**Placement by cell class**

Scale: 3 px per µm.
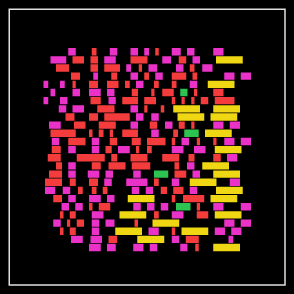
**Cell placement**

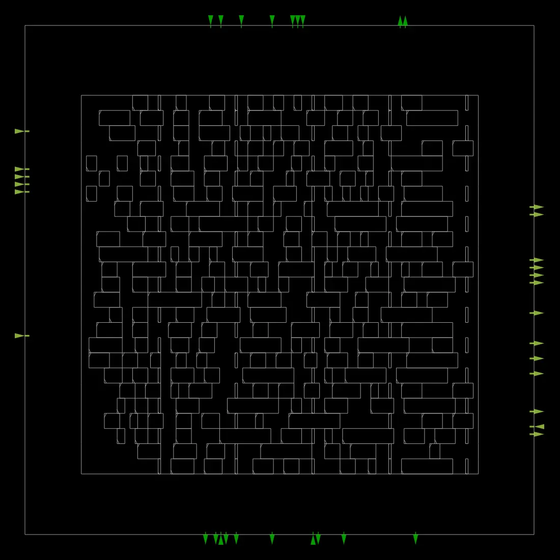
$ cat src/rtl/mc_ctrl_pkg.sv
// Shared definitions for the multi-cycle controller: ALU op codes, instruction fields,
// state encodings, mux selects and the per-state Moore output table.
package mc_ctrl_pkg;

  // ALU operation select, shared with the ALU itself
  typedef enum logic [2:0] {
    AluAdd = 3'b000,
    AluAnd = 3'b001,
    AluXor = 3'b010,
    AluSub = 3'b100,
    AluOr  = 3'b101,
    AluLui = 3'b110
  } alu_op_e;

  localparam logic [5:0] OpRtype = 6'b000000;
  localparam logic [5:0] OpJ     = 6'b000010;
  localparam logic [5:0] OpBeq   = 6'b000100;
  localparam logic [5:0] OpAddi  = 6'b001000;
  localparam logic [5:0] OpAndi  = 6'b001100;
  localparam logic [5:0] OpOri   = 6'b001101;
  localparam logic [5:0] OpXori  = 6'b001110;
  localparam logic [5:0] OpLui   = 6'b001111;
  localparam logic [5:0] OpLw    = 6'b100011;
  localparam logic [5:0] OpSw    = 6'b101011;

  localparam logic [5:0] FnAdd = 6'b100000;
  localparam logic [5:0] FnSub = 6'b100010;
  localparam logic [5:0] FnAnd = 6'b100100;
  localparam logic [5:0] FnOr  = 6'b100101;
  localparam logic [5:0] FnXor = 6'b100110;

  typedef enum logic [3:0] {
    StIdle    = 4'd0,
    StFetch   = 4'd1,
    StDecode  = 4'd2,
    StRExe    = 4'd3,
    StRWb     = 4'd4,
    StIExe    = 4'd5,
    StIWb     = 4'd6,
    StMemAddr = 4'd7,
    StMemRd   = 4'd8,
    StMemWb   = 4'd9,
    StMemWr   = 4'd10,
    StBranch  = 4'd11,
    StJump    = 4'd12,
    StHalt    = 4'd13
  } state_e;

  localparam logic [1:0] SrcBReg   = 2'b00;
  localparam logic [1:0] SrcBFour  = 2'b01;
  localparam logic [1:0] SrcBImm   = 2'b10;
  localparam logic [1:0] SrcBBrOff = 2'b11;

  localparam logic [1:0] PcSrcAlu    = 2'b00;
  localparam logic [1:0] PcSrcAluOut = 2'b01;
  localparam logic [1:0] PcSrcJump   = 2'b10;

  typedef struct packed {
    logic       mem_rd;
    logic       mem_wr;
    logic       iord;
    logic       pc_we;
    logic [1:0] pc_src;
    logic       reg_we;
    logic       reg_dst;
    logic       mem_to_reg;
    logic       alu_src_a;
    logic [1:0] alu_src_b;
    logic       ext_zero;
    alu_op_e    alu_op;
    logic       illegal;
  } ctrl_t;

  // Moore outputs for a state; the mem_ack/zero dependent enables are added by the caller
  function automatic ctrl_t state_ctrl(state_e st, alu_op_e dec_op, logic dec_ext);
    ctrl_t c;
    c        = '0;
    c.alu_op = AluAdd;
    case (st)
      StFetch: begin
        c.mem_rd    = 1'b1;
        c.alu_src_b = SrcBFour;
        c.pc_src    = PcSrcAlu;
      end
      StDecode: c.alu_src_b = SrcBBrOff;
      StRExe: begin
        c.alu_src_a = 1'b1;
        c.alu_src_b = SrcBReg;
        c.alu_op    = dec_op;
      end
      StRWb: begin
        c.reg_we  = 1'b1;
        c.reg_dst = 1'b1;
      end
      StIExe: begin
        c.alu_src_a = 1'b1;
        c.alu_src_b = SrcBImm;
        c.alu_op    = dec_op;
        c.ext_zero  = dec_ext;
      end
      StIWb: c.reg_we = 1'b1;
      StMemAddr: begin
        c.alu_src_a = 1'b1;
        c.alu_src_b = SrcBImm;
      end
      StMemRd: begin
        c.mem_rd = 1'b1;
        c.iord   = 1'b1;
      end
      StMemWb: begin
        c.reg_we     = 1'b1;
        c.mem_to_reg = 1'b1;
      end
      StMemWr: begin
        c.mem_wr = 1'b1;
        c.iord   = 1'b1;
      end
      StBranch: begin
        c.alu_src_a = 1'b1;
        c.alu_src_b = SrcBReg;
        c.alu_op    = AluSub;
        c.pc_src    = PcSrcAluOut;
      end
      StJump: begin
        c.pc_we  = 1'b1;
        c.pc_src = PcSrcJump;
      end
      StHalt:  c.illegal = 1'b1;
      default: ;
    endcase
    return c;
  endfunction

endpackage

$ cat src/rtl/mc_alu_dec.sv
// Combinational instruction decode: ALU operation, immediate extension mode and legality.
module mc_alu_dec
  import mc_ctrl_pkg::*;
(
  input  logic [5:0] opcode,
  input  logic [5:0] funct,
  output alu_op_e    alu_op,
  output logic       ext_zero,
  output logic       legal
);

  always_comb begin
    alu_op   = AluAdd;
    ext_zero = 1'b0;
    legal    = 1'b0;
    case (opcode)
      OpRtype: begin
        case (funct)
          FnAdd: begin alu_op = AluAdd; legal = 1'b1; end
          FnSub: begin alu_op = AluSub; legal = 1'b1; end
          FnAnd: begin alu_op = AluAnd; legal = 1'b1; end
          FnOr:  begin alu_op = AluOr;  legal = 1'b1; end
          FnXor: begin alu_op = AluXor; legal = 1'b1; end
          default: ;
        endcase
      end
      OpAddi: legal = 1'b1;
      OpAndi: begin alu_op = AluAnd; ext_zero = 1'b1; legal = 1'b1; end
      OpOri:  begin alu_op = AluOr;  ext_zero = 1'b1; legal = 1'b1; end
      OpXori: begin alu_op = AluXor; ext_zero = 1'b1; legal = 1'b1; end
      OpLui:  begin alu_op = AluLui; ext_zero = 1'b1; legal = 1'b1; end
      OpLw, OpSw, OpBeq, OpJ: legal = 1'b1;
      default: ;
    endcase
  end

endmodule

$ cat src/rtl/mc_ctrl.sv
// Multi-cycle CPU control unit: Moore FSM with registered outputs and a req/ack memory
// handshake; only ir_we/pc_we see mem_ack (FETCH) and zero (BRANCH) combinationally.
module mc_ctrl
  import mc_ctrl_pkg::*;
(
  input  logic       clk,
  input  logic       rst_n,
  input  logic [5:0] opcode,
  input  logic [5:0] funct,
  input  logic       zero,
  input  logic       mem_ack,
  output logic       mem_rd,
  output logic       mem_wr,
  output logic       iord,
  output logic       ir_we,
  output logic       pc_we,
  output logic [1:0] pc_src,
  output logic       reg_we,
  output logic       reg_dst,
  output logic       mem_to_reg,
  output logic       alu_src_a,
  output logic [1:0] alu_src_b,
  output logic       ext_zero,
  output logic [2:0] alu_op,
  output logic       illegal,
  output logic [3:0] state
);

  state_e  state_q, state_d;
  ctrl_t   ctrl_q;
  alu_op_e dec_op;
  logic    dec_ext;
  logic    dec_legal;
  logic    in_fetch;
  logic    in_branch;

  mc_alu_dec u_alu_dec (
    .opcode   (opcode),
    .funct    (funct),
    .alu_op   (dec_op),
    .ext_zero (dec_ext),
    .legal    (dec_legal)
  );

  always_comb begin
    state_d = state_q;
    case (state_q)
      StIdle:  state_d = StFetch;
      StFetch: if (mem_ack) state_d = StDecode;
      StDecode: begin
        if (!dec_legal) begin
          state_d = StHalt;
        end else begin
          case (opcode)
            OpRtype:    state_d = StRExe;
            OpLw, OpSw: state_d = StMemAddr;
            OpBeq:      state_d = StBranch;
            OpJ:        state_d = StJump;
            default:    state_d = StIExe;
          endcase
        end
      end
      StRExe:    state_d = StRWb;
      StRWb:     state_d = StFetch;
      StIExe:    state_d = StIWb;
      StIWb:     state_d = StFetch;
      StMemAddr: state_d = (opcode == OpSw) ? StMemWr : StMemRd;
      StMemRd:   if (mem_ack) state_d = StMemWb;
      StMemWb:   state_d = StFetch;
      StMemWr:   if (mem_ack) state_d = StFetch;
      StBranch:  state_d = StFetch;
      StJump:    state_d = StFetch;
      StHalt:    state_d = StHalt;
      default:   state_d = StIdle;
    endcase
  end

  // Outputs are registered from the next state so they are valid for the whole state cycle
  always_ff @(posedge clk or negedge rst_n) begin
    if (!rst_n) begin
      state_q <= StIdle;
      ctrl_q  <= '0;
    end else begin
      state_q <= state_d;
      ctrl_q  <= state_ctrl(state_d, dec_op, dec_ext);
    end
  end

  assign in_fetch  = (state_q == StFetch);
  assign in_branch = (state_q == StBranch);

  assign mem_rd     = ctrl_q.mem_rd;
  assign mem_wr     = ctrl_q.mem_wr;
  assign iord       = ctrl_q.iord;
  assign ir_we      = in_fetch & mem_ack;
  assign pc_we      = ctrl_q.pc_we | (in_fetch & mem_ack) | (in_branch & zero);
  assign pc_src     = ctrl_q.pc_src;
  assign reg_we     = ctrl_q.reg_we;
  assign reg_dst    = ctrl_q.reg_dst;
  assign mem_to_reg = ctrl_q.mem_to_reg;
  assign alu_src_a  = ctrl_q.alu_src_a;
  assign alu_src_b  = ctrl_q.alu_src_b;
  assign ext_zero   = ctrl_q.ext_zero;
  assign alu_op     = ctrl_q.alu_op;
  assign illegal    = ctrl_q.illegal;
  assign state      = state_q;

  mem_excl: assert property (@(posedge clk) disable iff (!rst_n) !(mem_rd && mem_wr));

endmodule

$ cat config.mk
export PLATFORM = sky130hd
export DESIGN_NAME = mc_ctrl
export DESIGN_NICKNAME = d
export VERILOG_FILES = /design/src/rtl/mc_ctrl_pkg.sv /design/src/rtl/mc_alu_dec.sv /design/src/rtl/mc_ctrl.sv
export SDC_FILE = /design/constraint.sdc
export NUM_CORES = 1
export LEC_CHECK = 0
export CELL_PAD_IN_SITES_DETAIL_PLACEMENT = 2
export CELL_PAD_IN_SITES_GLOBAL_PLACEMENT = 2
export CORE_MARGIN = 10
export CORE_UTILIZATION = 26
export CTS_BUF_LIST = sky130_fd_sc_hd__clkbuf_2 sky130_fd_sc_hd__clkbuf_4 sky130_fd_sc_hd__clkbuf_8
export CTS_CLUSTER_DIAMETER = 40
export DETAILED_ROUTE_END_ITERATION = 12
export GPL_ROUTABILITY_DRIVEN = 0
export PLACE_DENSITY_LB_ADDON = 0.1
export RECOVER_POWER = 100
export SYNTH_ARGS = -nofsm -noshare
export SYNTH_HDL_FRONTEND = slang
export SYNTH_HIERARCHICAL = 1
export SYNTH_SLANG_ARGS = --single-unit
export TNS_END_PERCENT = 10
$ cat constraint.sdc
create_clock -name clk -period 1.6 [get_ports clk]
set_input_delay 0.32 -clock clk [delete_from_list [all_inputs] [get_ports clk]]
set_output_delay 0.32 -clock clk [all_outputs]
set_load 0.02 [all_outputs]
==> summary.txt <==
Status of the implementation.

- The number of endpoints with negative hold slack in the final report is 0, for reference.
- The fmax is between 0.5 and 0.6 GHz, for reference.
- The register fraction of the total cell area is 0.218, for reference.
- On the critical path the data arrives at 1.99 ns.
- The number of logic gates is roughly 96, for reference.
- Counting cells, the worst reg-to-reg path comes to 7.
- Per the CTS log, the maximum H-tree level is 1.
- The floorplan report gives the top-level pin count as 38.
- The biggest cell category by area in the final layout is combinational gates, for reference.
- The detailed router placed about 1400 vias in this run.
- The depth of the critical timing path with buffers and inverters included is 7, for reference.
- The final timing report gives a worst setup slack of -0.200 ns.
- The area share of the largest cell type after synthesis is 0.396, for reference.
- The post-synth area from yosys stat is 1330 µm², for reference.
- The non-clock buffer count in the final layout is between 90 and 100, for reference.
- Per the layout report, the design carries 3 clock buffers.
- The total CTS buffers is 3, for reference.
- The number of nets in the finished design is 246, for reference.
- The worst min-delay path class is primary input to asynchronous set/reset pin, for reference.
- The number of detailed-route iterations in the first pass is 4, for reference.
- Summing internal, switching and leakage power gives 0.00391 W.
- Leaving out the clock tree, the finished layout contains an inverter count of 9.
- Ranked by total cell area, the synthesized netlist is headed by dfrtp_1 40%, buf_4 4.0%, nor4b_4 3.6%.
- The sink count of the clock tree is 21, for reference.
- Per the post-place timing report, worst setup slack is -0.984 ns.
- The layout report lists the combined flip-flop and latch area as between 500 and 600 µm².
- Relative to the synthesized area, the layout overhead comes to 81.6%.
- The required time of the worst setup path is between 1.5 and 2 ns, for reference.
- The final-layout fill cell count is a little over 500, for reference.
- The number of antenna violations at the first check in global routing is 0.
- Listed in order, past its start point the critical path passes buf_6, buf_6, o21ai_4, o211ai_1, a32oi_2, nand2_2, a21boi_4.
- The finished cells cover 2410 µm².
- The script logs the ratio of routed vias to standard cells as 4.87.
- The maximum clock path buffer count is 2, for reference.
- The chip occupies 8360 µm².
- Per the timing report, the most critical flop-to-flop path finishes at alu_src_a.
- Setup repair after global routing could not meet its margin everywhere.
- Synthesis produced a netlist with a net count of about 150.
- For the finished layout, the period the worst path requires is between 1.5 and 2 ns.
- Clock tree synthesis selected as its root buffer the cell clkbuf_8.
- In the placement report, post-DP HPWL is listed as ~4.2 mm.
- The distinct cell type count of the synthesized netlist is 48, for reference.
- The number of global-route vias before repair is about 1700, for reference.
- The DRC marker count from the first detailed-route iteration is 26, for reference.
- The flip-flop count of the largest register, all copies and words added is 4, for reference.
- The area taken by multi-input combinational cells is reported as 860 µm².
- The remaining antenna violation count is 0, for reference.
- The post-synthesis sequential element count is 21, for reference.
- The final reports fail on setup timing.
- The run finished, with violations left.
- The fraction of final cell area spent on non-clock buffers in this run is 0.353.
- The maximum vdd ir drop is 0.787 mV, for reference.
- The clock latency on the worst-skew pair is about 0.26 ns, for reference.
- The post-synth tally of flip-flops with integrated enable is 0, for reference.
- The end-of-flow timing check tallies setup violations at 19.
- The combined global-route utilization of all metal layers is 0.131, for reference.
- The worst-case clock skew is slightly above 0.01 ns, for reference.
- The placeable core area is 4850 µm², for reference.
- The fraction of the yosys area taken by sequential cells is 0.396, for reference.
- The leakage power in the latest report is approximately 1.1 nW.
- In the final layout, the share of cells above drive strength 1 is 0.528.
- The setup slack of the most critical reg-to-reg path is -0.20 ns, for reference.
- In this design, the largest share of critical-path delay is due to AND-OR/OR-AND gates.
- The report lists the power per cell area as around 1600 nW/µm².
- The mean instance size in the synthesized netlist is roughly 9.7 µm², for reference.
- According to the tapcell log, the count of inserted taps is 67.
- The clock tree from TritonCTS is yes, for reference.
- The count of input and output buffers is 37, for reference.
- The source of the worst register-to-register timing path is state[2], for reference.
- The timing report gives the clock slew at the launch and capture registers of the worst setup and hold paths as about 0.080 ns.
- The end point of the critical path is alu_src_a, for reference.
- The fraction of area in multi-input gates is 0.357, for reference.
- The floorplan die width is between 90 and 100 µm, for reference.
- The max-capacitance violation count is 0, for reference.
- Once layout is complete, the utilization of the core stands at 0.497.
- The share of the clock period used by the worst path after layout is 1.13, for reference.
- The die height is between 90 and 100 µm, for reference.
- The most used cell along the critical path is buf_6, for reference.
- The synthesized design spends more area on one cell type than any other, namely dfrtp_1.
- The fraction of area in clock buffers and inverters is 0.0203, for reference.
- Summing every instance area after synthesis gives 1330 µm².
- The script logs the mean routed wire length per placed instance as 19.0 µm.
- The number of instances in the synthesized netlist is 137, for reference.
- The worst setup path is captured at a flop.
- TritonRoute reported its final design rule violation total as 0.
- Per the Yosys statistics, synthesis produced approximately 140 cells.
- The sum of negative setup slack is -2.35 ns, for reference.
- The placed standard-cell area is 2070 µm², for reference.
- The critical path in this run is classified as flop to flop.
- The critical path starts at state[2].
- Across all hold checks on the routed design, the worst slack comes to between 0.5 and 0.6 ns.
- The starting utilization of the core area is 0.274, for reference.
- The number of flip-flops and latches is 21, for reference.
- The library cell contributing the largest single delay on the critical path is dfrtp_1, for reference.
- Warnings raised by the tools during the run amount to 29.
- The count of yosys warnings during synthesis is 6, for reference.
- The worst-case headroom to the max-slew limit is 0.638, for reference.
-- 'placement by cell class' (at the start) --
flip-flops: in yellow, cells 21. clock drivers and dummy loads: in green, cells 4. all other logic: in red, cells 105. other buffers and delay cells: in magenta, cells 99.

-- 'cell placement' (at the start) --
num rows: 25
number of standard cells in the final layout excluding fillers: 296

[power by group]
group,internal (W),switching (W),leakage (nW)
clock network,0.000176,0.000179,0.0217
registers,0.000666,0.0000761,0.282
logic,0.00138,0.00144,0.756
total,0.00222,0.00169,1.06
[cells in the mapped netlist (all sizes together) (2+ instances only)]
library cell and count:
nand4 3, o21bai 3, nor3b 4, a21boi 2, dfrtp 21, o2111ai 2, nor3 5, inv 9
o21ai 10, nand3b 2, nor4b 4, nand3 8, buf 10, nor2 11, nand2 15, nor4 2
a21oi 5, xnor2 2, nor2b 2
[logic make-up (layout without fill, tap and decap cells)]
group / after synthesis / count (layout) / synth area share
buffers and inverters: 20 / 112 / 0.102
AND/OR/NAND/NOR: 63 / 63 / 0.305
XOR/XNOR: 3 / 3 / 0.0255
AND-OR/OR-AND: 30 / 30 / 0.172
flip-flops: 21 / 21 / 0.396
[repair_timing]
item                       4_1_cts  5_1_grt
resized                         95       21
setup buffers                   10        2
hold buffers                     0        0
setup endpoints to repair       25       23
pin swaps                       19        8
[routing by layer]
| layer | wire length [µm] | GRT usage |
|---|---|---|
| met4 | 69 | 0.0352 |
| met1 | 2360 | 0.150 |
| met2 | 3070 | 0.248 |
| met5 | 0 | 0 |
| met3 | 129 | 0.0132 |
[cell usage in the layout, fill, tap and decap left out, types with 2 or more instances in the layout]
master,n
buf_4,51
dfrtp_1,21
clkdlybuf4s50_1,18
buf_6,13
nand2_1,9
nor2_1,9
inv_1,7
buf_2,6
nand3_1,5
dlygate4sd2_1,5
o21ai_4,4
a21oi_1,4
nand2_2,4
nand4_1,3
o21bai_1,3
clkbuf_8,3
o21ai_1,3
nand3b_1,2
nor4b_4,2
nand3_4,2
nor4_1,2
nor3_1,2
o21ai_0,2
nor3b_2,2
nor2_4,2
nor3_2,2
clkbuf_2,2
nor3b_1,2
No activity file was given, so power comes from the tool's default toggle rates.
